### Clock wires, drivers and flops

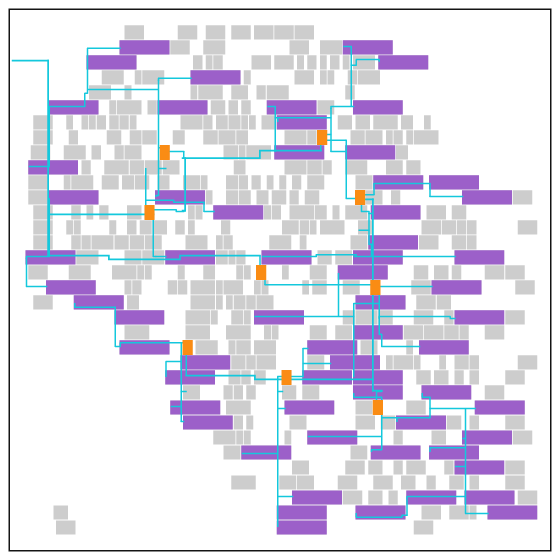
### Clock routing

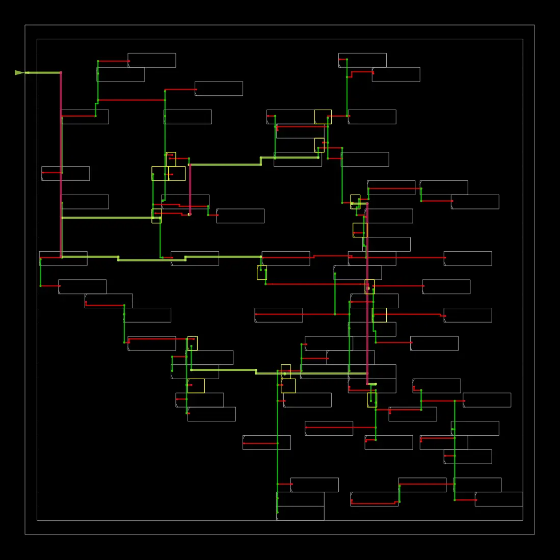
### Sequential cells coloured by netlist name

Bar = 20 µm. Other sequential cells in the stronger grey, the rest of the logic in the fainter grey.
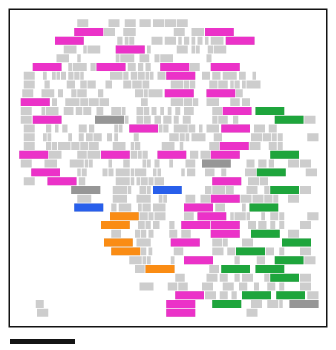
### Cells coloured by class

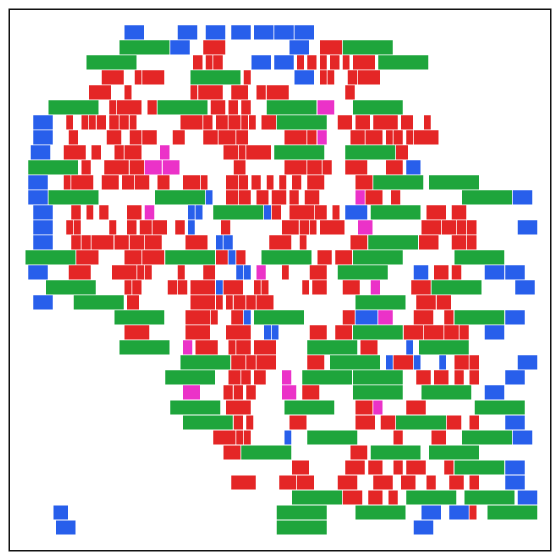
**src/rtl/bcd2bin_seq_pkg.sv**
```systemverilog
// Shared constants and state encoding for the sequential BCD-to-binary converter.
package bcd2bin_seq_pkg;
    localparam int         BCD_W   = 4;
    localparam logic [3:0] ADJ_TH  = 4'd8;
    localparam logic [3:0] ADJ_VAL = 4'd3;
    localparam logic [3:0] DIG_MAX = 4'd9;

    typedef enum logic [1:0] {
        IDLE  = 2'd0,
        SHIFT = 2'd1,
        ADJ   = 2'd2
    } state_t;

    function automatic logic digit_bad(input logic [BCD_W-1:0] d);
        return d > DIG_MAX;
    endfunction
endpackage

```
**src/rtl/bcd2bin_seq_if.sv**
```systemverilog
// Request/result bundle between a decimal-entry source and the converter.
interface bcd2bin_seq_if #(
    parameter int NDIG  = 5,
    parameter int NBITS = 16
);
    import bcd2bin_seq_pkg::*;

    logic                     start;
    logic [BCD_W*NDIG-1:0]    in_bcd;
    logic                     busy;
    logic                     done;
    logic [NBITS-1:0]         out_bin;
    logic                     err;

    modport master (output start, in_bcd, input busy, done, out_bin, err);
    modport slave  (input start, in_bcd, output busy, done, out_bin, err);
endinterface

```
**src/rtl/bcd2bin_seq_digit_adj.sv**
```systemverilog
// Reverse double-dabble correction for one BCD digit: subtract 3 when the digit is 8 or more.
module bcd2bin_seq_digit_adj
    import bcd2bin_seq_pkg::*;
(
    input  logic [BCD_W-1:0] d,
    output logic [BCD_W-1:0] q
);
    assign q = (d >= ADJ_TH) ? d - ADJ_VAL : d;
endmodule

```
**src/rtl/bcd2bin_seq.sv**
```systemverilog
// Sequential BCD-to-binary converter: NBITS rounds of shift-right then per-digit adjust.
module bcd2bin_seq
    import bcd2bin_seq_pkg::*;
#(
    parameter int NDIG  = 5,
    parameter int NBITS = 16
) (
    input  logic          clk,
    input  logic          rst,
    bcd2bin_seq_if.slave  bus
);
    localparam int DW = BCD_W * NDIG;
    localparam int W  = DW + NBITS;
    localparam int CW = $clog2(NBITS + 1);

    state_t           state;
    logic [W-1:0]     data;
    logic [CW-1:0]    cnt;
    logic             dig_err;
    logic             busy_r;
    logic             done_r;
    logic             err_r;
    logic [NBITS-1:0] out_r;

    logic [DW-1:0]    bcd_adj;
    logic             in_bad;
    logic             fin_err;

    // One adjuster per digit of the bcd half of the working register
    for (genvar g = 0; g < NDIG; g++) begin : g_adj
        bcd2bin_seq_digit_adj u_adj (
            .d (data[NBITS + BCD_W*g +: BCD_W]),
            .q (bcd_adj[BCD_W*g +: BCD_W])
        );
    end

    always_comb begin
        in_bad = 1'b0;
        for (int i = 0; i < NDIG; i++)
            if (digit_bad(bus.in_bcd[BCD_W*i +: BCD_W])) in_bad = 1'b1;
    end

    // Anything left in the bcd half after the last round means the value did not fit
    assign fin_err = dig_err | (|bcd_adj);

    always_ff @(posedge clk or negedge rst) begin
        if (!rst) begin
            state   <= IDLE;
            data    <= '0;
            cnt     <= '0;
            dig_err <= 1'b0;
            busy_r  <= 1'b0;
            done_r  <= 1'b0;
            err_r   <= 1'b0;
            out_r   <= '0;
        end else begin
            done_r <= 1'b0;
            case (state)
                IDLE: begin
                    if (bus.start) begin
                        data    <= {bus.in_bcd, {NBITS{1'b0}}};
                        cnt     <= '0;
                        busy_r  <= 1'b1;
                        dig_err <= in_bad;
                        state   <= SHIFT;
                    end
                end
                SHIFT: begin
                    data  <= data >> 1;
                    cnt   <= cnt + CW'(1);
                    state <= ADJ;
                end
                ADJ: begin
                    data[W-1:NBITS] <= bcd_adj;
                    if (cnt == CW'(NBITS)) begin
                        err_r  <= fin_err;
                        out_r  <= fin_err ? '0 : data[NBITS-1:0];
                        done_r <= 1'b1;
                        busy_r <= 1'b0;
                        state  <= IDLE;
                    end else begin
                        state <= SHIFT;
                    end
                end
                default: state <= IDLE;
            endcase
        end
    end

    assign bus.busy    = busy_r;
    assign bus.done    = done_r;
    assign bus.err     = err_r;
    assign bus.out_bin = out_r;
endmodule
```
**src/flat_wrapper.sv**
```systemverilog
// flat-port wrapper written by rule: the top's interface ports become plain ports
module bcd2bin_seq_flat import bcd2bin_seq_pkg::*;
#(
    parameter int NDIG  = 5,
    parameter int NBITS = 16
)
  (clk, rst, bus_start, bus_in_bcd, bus_busy, bus_done, bus_out_bin, bus_err);
  bcd2bin_seq_if #(.NDIG(NDIG), .NBITS(NBITS)) bus_i ();
  input  logic clk;
  input  logic rst;
  input wire logic [$bits(bus_i.start)-1:0] bus_start;
  input wire logic [$bits(bus_i.in_bcd)-1:0] bus_in_bcd;
  output wire logic [$bits(bus_i.busy)-1:0] bus_busy;
  output wire logic [$bits(bus_i.done)-1:0] bus_done;
  output wire logic [$bits(bus_i.out_bin)-1:0] bus_out_bin;
  output wire logic [$bits(bus_i.err)-1:0] bus_err;
  assign bus_i.start = bus_start;
  assign bus_i.in_bcd = bus_in_bcd;
  assign bus_busy = bus_i.busy;
  assign bus_done = bus_i.done;
  assign bus_out_bin = bus_i.out_bin;
  assign bus_err = bus_i.err;
  bcd2bin_seq #(.NDIG(NDIG), .NBITS(NBITS)) u_core (.clk(clk), .rst(rst), .bus(bus_i));
endmodule
```
**config.mk**
```make
export PLATFORM = sky130hd
export DESIGN_NAME = bcd2bin_seq_flat
export DESIGN_NICKNAME = d
export VERILOG_FILES = /design/src/rtl/bcd2bin_seq_pkg.sv /design/src/rtl/bcd2bin_seq_if.sv /design/src/rtl/bcd2bin_seq_digit_adj.sv /design/src/rtl/bcd2bin_seq.sv /design/src/flat_wrapper.sv
export SDC_FILE = /design/constraint.sdc
export NUM_CORES = 1
export LEC_CHECK = 0
export CAP_MARGIN = 20
export CORE_MARGIN = 2
export CORE_UTILIZATION = 40
export CTS_BUF_LIST = sky130_fd_sc_hd__clkbuf_2
export DETAILED_ROUTE_END_ITERATION = 8
export GPL_TIMING_DRIVEN = 0
export PLACE_DENSITY = 0.66
export SYNTH_ARGS = -nofsm -noshare
export SYNTH_HDL_FRONTEND = slang
export SYNTH_HIERARCHICAL = 1
export SYNTH_SLANG_ARGS = --single-unit
```
**constraint.sdc**
```tcl
create_clock -name clk -period 3.8 [get_ports clk]
set_input_delay 0.38 -clock clk [delete_from_list [all_inputs] [get_ports clk]]
set_output_delay 0.38 -clock clk [all_outputs]
set_load 0.05 [all_outputs]
```
==> summary.txt <==
The flow completed. The flow ran to the end, and the final reports show no timing, DRC or antenna violations. By instance count after routing, the leading logic cell types are dfrtp_1 (63), clkdlybuf4s50_1 (40), o21ai_0 (29). The script parses the final routing iteration and logs DRC violations as 0. Of the cells placed in the final design, the portion with a size suffix greater than 1 is 0.0594. The cell sequence reported for the critical path is inv_1, ha_1, nand2_1, o21ai_0, or4_4, buf_6, buf_6, or4b_1, o31ai_1. In the global route stage, met2 resource usage came out at 0.270.

Switching power share of the total landed at 0.489. Post-synthesis register bit count landed at 63. Overall power consumption after layout is estimated at 3.46 mW.

Looking at the critical path, the single cell with the biggest stage delay is or4_4. The floorplan has 34 rows. Max-cap violation count landed at 0.

Setup total negative slack on the finished layout was measured at 0 ns. Final design instance area without fill landed at 0.00418 mm². The most critical setup path has its startpoint at u_core/data[32]. Synthesized-area fraction occupied by xor and xnor cells landed at 0.0248. In this run the number of H-tree levels came out at 3.

Register-to-register setup slack landed at 1.16 ns. The number of antenna violations at the first check in global routing came to 0. The critical path in this run is classified as flop to flop. Area of combinational cells with multiple inputs landed at 0.00178 mm². First-pass GRT wire length landed at 13900 µm. OpenSTA, run right after detailed placement, puts the worst setup slack at 1.18 ns. Number of tap cells inserted landed at 108. Multi-input logic gates represent a cell area share of 0.425. The final max-slew violation count recorded for this run is 0. Detail-routed via count per cell landed at 5.63. The detail route stage leaves a number of antenna-violating nets equal to 0. Power spread over the standard cell area amounts to 827 mW/mm². Looking at the reg2reg group, the worst path starts from u_core/data[32].

The biggest slice of the total power is consumed by combinational logic. TritonCTS built the clock tree. STA classifies the critical path startpoint as a flop. In this run the power spent charging and discharging nets is 1.69 mW.

Number of multi-input combinational cells in the layout landed at 243. The synthesized design contains 0 enable-type register cells. Met1 usage in global routing landed at 0.255. Post-detailed-placement cell area landed at 0.00407 mm². Ranked by flip-flop count, first place goes to u_core/data.

Measured on the final layout, buffering overhead outside the clock network stands at 0.126. Hold is met by 0.440 ns.
Back to the opening pictures, 'Clock wires, drivers and flops':
[cyan] clock wires | length: 847 µm
[purple] flip-flops | count: 63
[orange] cells driving clock nets | count: 9
flops lie: widely spread
routed clock nets: 10

Back to the opening pictures, 'Clock routing':
clock buffer count from CTS: 9
clock latency of the later-clocked register in the worst-skew pair: 0.52 ns
# clk buffers: 9
Fin Clk Skew: 0.0350 ns
flop count: 63

Back to the opening pictures, 'Sequential cells coloured by netlist name':
| colour | signal | sequential cells |
|---|---|---|
| green | u_core/bus.out_bin | 16 |
| blue | u_core/state | 2 |
| orange | u_core/cnt | 5 |
| magenta | u_core/data | 36 |
not coloured: 4
register share of the cell area: 0.377
register area: 0.00158 mm²
fraction of the core area covered by cells at the end of the flow: 0.484
power of the sequential group: 1.16 mW

Back to the opening pictures, 'Cells coloured by class':
| colour | class | cells | share of their area |
|---|---|---|---|
| red | all other logic | 260 | 45% |
| green | flops | 63 | 39% |
| blue | other buffers and delay cells | 65 | 13% |
| magenta | clock drivers and dummy loads | 16 | 2.5% |

-- synthesized netlist by cell type (2+ instances only) --
master     n  share of area
o31ai_1   17          0.036
nand2_1   10          0.011
xor2_1     5          0.012
ha_1      17          0.060
nor2b_1    8          0.014
nand2b_1   5         0.0089
a21oi_1   27          0.038
o31a_1     2         0.0050
nor2_1    21          0.022
buf_6      2         0.0064
clkbuf_1  18          0.019
o21ai_0   29          0.041
or4b_1    16          0.045
o21ai_1    4         0.0057
nand4_1    2         0.0035
a22o_1    17          0.042
nor4_1     3         0.0053
xnor2_1    5          0.012
dfrtp_1   63           0.45
mux2_1    20          0.064
a22oi_1   19          0.040
or3_1      3         0.0053
inv_1     17          0.018
Power is estimated from default activity; no workload was simulated.
